Figure 1. Signal wires on met1.
Drawn at 2 px/µm.
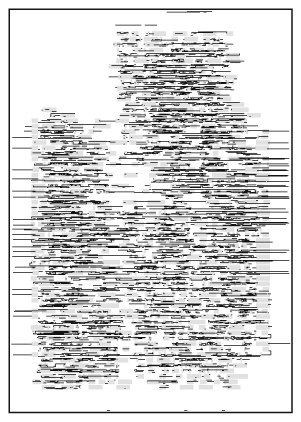
Figure 2. Metal 2.
Drawn at 2 px/µm.
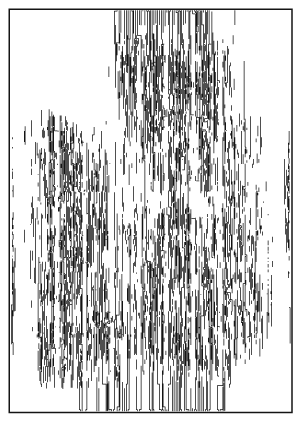
File: src/rtl/lsu_pkg.sv
// Shared definitions for the load/store sequencer: loadSrc codes, FSM states,
// and access-width helpers.
package lsu_pkg;

    localparam logic [2:0] LS_LB  = 3'b000;
    localparam logic [2:0] LS_LH  = 3'b001;
    localparam logic [2:0] LS_LW  = 3'b010;
    localparam logic [2:0] LS_LBU = 3'b011;
    localparam logic [2:0] LS_LHU = 3'b100;

    typedef enum logic [1:0] {IDLE, ACC1, ACC2, RESP} lsu_state_t;

    function automatic logic [2:0] size_bytes(input logic [2:0] ls);
        case (ls)
            LS_LB, LS_LBU: size_bytes = 3'd1;
            LS_LH, LS_LHU: size_bytes = 3'd2;
            default:       size_bytes = 3'd4;
        endcase
    endfunction

    // An access needs a second bus cycle when its bytes run past the word end.
    function automatic logic is_split(input logic [2:0] ls, input logic [1:0] off);
        is_split = ({1'b0, off} + size_bytes(ls)) > 3'd4;
    endfunction

endpackage

File: src/rtl/lsu_lane_align.sv
// Byte-lane steering: store data/mask shifted across two words, and load data
// merged from two words, extracted and extended.
module lsu_lane_align
    import lsu_pkg::*;
(
    input  logic [2:0]  size,
    input  logic [1:0]  off,
    input  logic [31:0] wdata,
    input  logic [31:0] rdata1,
    input  logic [31:0] rdata2,
    output logic [31:0] wdata_lo,
    output logic [31:0] wdata_hi,
    output logic [3:0]  be_lo,
    output logic [3:0]  be_hi,
    output logic [31:0] rdata_ext
);

    logic [2:0]  nbytes;
    logic [63:0] wshift;
    logic [7:0]  mask;
    logic [31:0] merged;

    assign nbytes = size_bytes(size);
    assign wshift = {32'd0, wdata} << {off, 3'b000};

    genvar gi;
    generate
        for (gi = 0; gi < 8; gi++) begin : g_mask
            assign mask[gi] = (4'(gi) >= {2'b00, off}) &&
                              (4'(gi) < ({2'b00, off} + {1'b0, nbytes}));
        end
    endgenerate

    assign wdata_lo = wshift[31:0];
    assign wdata_hi = wshift[63:32];
    assign be_lo    = mask[3:0];
    assign be_hi    = mask[7:4];

    assign merged = 32'({rdata2, rdata1} >> {off, 3'b000});

    always_comb begin
        case (size)
            LS_LB:   rdata_ext = {{24{merged[7]}}, merged[7:0]};
            LS_LBU:  rdata_ext = {24'd0, merged[7:0]};
            LS_LH:   rdata_ext = {{16{merged[15]}}, merged[15:0]};
            LS_LHU:  rdata_ext = {16'd0, merged[15:0]};
            default: rdata_ext = merged;
        endcase
    end

endmodule

File: src/rtl/lsu_seq.sv
// Load/store sequencer: one request becomes one or two word bus accesses with
// ack timeout. Define LSU_MISALIGN_TRAP_EN to fault split accesses instead.
module lsu_seq
    import lsu_pkg::*;
#(
    parameter int ACK_TIMEOUT = 255,
    parameter int TO_W        = 8
) (
    input  logic        clk,
    input  logic        reset,
    input  logic        req_valid,
    output logic        req_ready,
    input  logic        req_we,
    input  logic [2:0]  req_size,
    input  logic [31:0] req_addr,
    input  logic [31:0] req_wdata,
    output logic        resp_valid,
    output logic [31:0] resp_data,
    output logic        resp_err,
    output logic        mem_req,
    output logic        mem_we,
    output logic [31:0] mem_addr,
    output logic [31:0] mem_wdata,
    output logic [3:0]  mem_be,
    input  logic        mem_ack,
    input  logic [31:0] mem_rdata
);

    localparam logic [TO_W-1:0] TO_LAST = TO_W'((ACK_TIMEOUT > 0) ? ACK_TIMEOUT - 1 : 0);

    lsu_state_t      state_reg, state_next;
    logic [2:0]      size_reg;
    logic [31:0]     addr_reg, wdata_reg, rdata1_reg, rdata2_reg;
    logic            we_reg, err_reg, err_next;
    logic [TO_W-1:0] wait_cnt_reg, wait_cnt_next;
    logic            accept, split, in_acc, timeout_hit;
    logic [31:0]     base_addr, al_wdata_lo, al_wdata_hi, al_rdata_ext;
    logic [3:0]      al_be_lo, al_be_hi;

    assign req_ready   = (state_reg == IDLE);
    assign accept      = req_valid && req_ready;
    assign split       = is_split(size_reg, addr_reg[1:0]);
    assign in_acc      = (state_reg == ACC1) || (state_reg == ACC2);
    assign mem_req     = in_acc;
    // An ack in the last allowed cycle completes the access normally.
    assign timeout_hit = (ACK_TIMEOUT != 0) && in_acc && !mem_ack && (wait_cnt_reg == TO_LAST);

    always_comb begin
        state_next = state_reg;
        err_next   = err_reg;
        case (state_reg)
            IDLE: begin
                if (accept) begin
                    state_next = ACC1;
                    err_next   = 1'b0;
`ifdef LSU_MISALIGN_TRAP_EN
                    if (is_split(req_size, req_addr[1:0])) begin
                        state_next = RESP;
                        err_next   = 1'b1;
                    end
`endif
                end
            end
            ACC1: begin
                if (mem_ack) begin
                    state_next = split ? ACC2 : RESP;
                end else if (timeout_hit) begin
                    state_next = RESP;
                    err_next   = 1'b1;
                end
            end
            ACC2: begin
                if (mem_ack) begin
                    state_next = RESP;
                end else if (timeout_hit) begin
                    state_next = RESP;
                    err_next   = 1'b1;
                end
            end
            RESP:    state_next = IDLE;
            default: state_next = IDLE;
        endcase

        wait_cnt_next = wait_cnt_reg;
        if (state_next != state_reg) begin
            wait_cnt_next = '0;
        end else if (in_acc && !mem_ack) begin
            wait_cnt_next = wait_cnt_reg + 1'b1;
        end
    end

    always_ff @(posedge clk) begin
        if (reset) begin
            state_reg    <= IDLE;
            err_reg      <= 1'b0;
            wait_cnt_reg <= '0;
            size_reg     <= '0;
            addr_reg     <= '0;
            we_reg       <= 1'b0;
            wdata_reg    <= '0;
            rdata1_reg   <= '0;
            rdata2_reg   <= '0;
        end else begin
            state_reg    <= state_next;
            err_reg      <= err_next;
            wait_cnt_reg <= wait_cnt_next;
            if (accept) begin
                size_reg   <= req_size;
                addr_reg   <= req_addr;
                we_reg     <= req_we;
                wdata_reg  <= req_wdata;
                rdata1_reg <= '0;
                rdata2_reg <= '0;
            end
            if (state_reg == ACC1 && mem_ack) rdata1_reg <= mem_rdata;
            if (state_reg == ACC2 && mem_ack) rdata2_reg <= mem_rdata;
        end
    end

    lsu_lane_align u_align (
        .size      (size_reg),
        .off       (addr_reg[1:0]),
        .wdata     (wdata_reg),
        .rdata1    (rdata1_reg),
        .rdata2    (rdata2_reg),
        .wdata_lo  (al_wdata_lo),
        .wdata_hi  (al_wdata_hi),
        .be_lo     (al_be_lo),
        .be_hi     (al_be_hi),
        .rdata_ext (al_rdata_ext)
    );

    assign base_addr = {addr_reg[31:2], 2'b00};

    // Bus outputs are driven only during an access and are zero otherwise.
    always_comb begin
        mem_we    = 1'b0;
        mem_addr  = '0;
        mem_wdata = '0;
        mem_be    = '0;
        if (in_acc) begin
            mem_we   = we_reg;
            mem_addr = (state_reg == ACC2) ? base_addr + 32'd4 : base_addr;
            if (we_reg) begin
                mem_wdata = (state_reg == ACC2) ? al_wdata_hi : al_wdata_lo;
                mem_be    = (state_reg == ACC2) ? al_be_hi : al_be_lo;
            end else begin
                mem_be = 4'hF;
            end
        end
    end

    assign resp_valid = (state_reg == RESP);
    assign resp_err   = resp_valid && err_reg;
    assign resp_data  = (resp_valid && !err_reg && !we_reg) ? al_rdata_ext : '0;

endmodule

File: config.mk
export PLATFORM = sky130hd
export DESIGN_NAME = lsu_seq
export DESIGN_NICKNAME = d
export VERILOG_FILES = /design/src/rtl/lsu_pkg.sv /design/src/rtl/lsu_lane_align.sv /design/src/rtl/lsu_seq.sv
export SDC_FILE = /design/constraint.sdc
export NUM_CORES = 1
export LEC_CHECK = 0
export CELL_PAD_IN_SITES_DETAIL_PLACEMENT = 1
export CELL_PAD_IN_SITES_GLOBAL_PLACEMENT = 1
export CORE_ASPECT_RATIO = 1.5
export CORE_MARGIN = 10
export CORE_UTILIZATION = 36
export DETAILED_ROUTE_END_ITERATION = 6
export PLACE_DENSITY = 0.92
export SYNTH_ARGS = -nofsm -noshare
export SYNTH_HDL_FRONTEND = slang
export SYNTH_SLANG_ARGS = --single-unit
export TNS_END_PERCENT = 50
File: constraint.sdc
create_clock -name clk -period 4 [get_ports clk]
set_clock_uncertainty 0.2 [all_clocks]
set_input_delay 0.8 -clock clk [delete_from_list [all_inputs] [get_ports clk]]
set_output_delay 0.8 -clock clk [all_outputs]
set_load 0.05 [all_outputs]
==> summary.json <==
{
  "global_routing": {
    "grt_pass1_vias": 8841,
    "grt_first_pass_wirelength_mm": 49.1,
    "grt_start_max_net_pins": 50
  },
  "critical_path": {
    "critical_path.top_delay_family": "simple AND/OR/NAND/NOR gates",
    "crit-reg2reg-launch": "size_reg[1]",
    "r2r-end": "wait_cnt_reg[1]",
    "worstRegToRegCells": 10
  },
  "clocking": {
    "clkTransAtPathRegs_ns": 0.07
  },
  "route": {
    "routed_wire_length_per_instance_um": 21.7,
    "wl_met3_mm": 1.79,
    "via_per_inst": 5.72,
    "first_iter_violations": 487
  },
  "pwr": {
    "comb_power_share": 0.418,
    "seqPwrFrac": 0.293,
    "power_density_over_the_cells_nw_per_um2": 531,
    "power.share.clock": 0.289,
    "p_sw_frac": 0.413,
    "main_power_consuming_group": "combinational logic"
  },
  "timing": {
    "final.setup.tns_ns": 0,
    "grt_setup_unrepaired": "yes",
    "relSlewSlack": 0.502,
    "worst_pin_slew_ns": 0.742,
    "max_freq_mhz": 258
  },
  "finish": {
    "area_growth_syn_to_layout_pct": 47.4,
    "commonest_non_fill_non_tap_cells_in_the_layout": "nor2_1, nand2_1, dfxtp_1"
  },
  "worst_hold_path": {
    "hp-start": "addr_reg[17]"
  },
  "synthesis": {
    "ys_top_cells_by_area": "dfxtp_1, nor2_1, mux4_2",
    "post_synth_instance_area_um2": 7850,
    "synth-adder-area-share": 0.0182,
    "synth-xor-area-share": 0.0402,
    "ys_area_um2": 7850,
    "synthTopLogicFamily": "simple AND/OR/NAND/NOR gates"
  },
  "floorplan": {
    "die_width_um": 141
  },
  "run_status": {
    "result_of_the_run": "finished clean"
  }
}
-- Figure 1 (at the start) --
The wires run mostly horizontal. The longest straight run is 50.6 µm. The layer carries 11,900 µm of wire. The layer holds 38% of the routed length.
detailed-route wire length: 31.4 mm
total via count in the routed design: 8,286
global routing usage on met1: 0.230

-- Figure 2 (at the start) --
The longest straight run is 57.6 µm. The wires run mostly vertical. The layer holds 52% of the routed length. The layer carries 16,400 µm of wire. 1,140 nets have wire on it.
global-route track usage on met2: 0.377

==> per-stage QoR <==
stage | worst slack (ns) | instance area, µm² | utilization
floorplan | -0.0319 | 7860 | -
CTS | 0.0220 | 11500 | 0.535
finish | 0.131 | 11600 | 0.537
global placement | 0.579 | 10900 | 0.505
detailed placement | 0.465 | 10900 | 0.505
global route | -0.00488 | 11600 | 0.537
==> cell type report <==
| type | instances | area [µm²] | area share |
|---|---|---|---|
| Antenna cell | 6 | 15.0 | 0.00130 |
| Clock buffer | 17 | 425 | 0.0367 |
| Clock inverter | 15 | 229 | 0.0198 |
| Inverter | 14 | 52.6 | 0.00454 |
| Multi-Input combinational cell | 762 | 4790 | 0.414 |
| Sequential cell | 135 | 2710 | 0.234 |
| Tap cell | 272 | 340 | 0.0294 |
| Timing Repair Buffer | 227 | 3010 | 0.260 |
Power figures rest on the tool's default switching activity, not on a simulated workload.
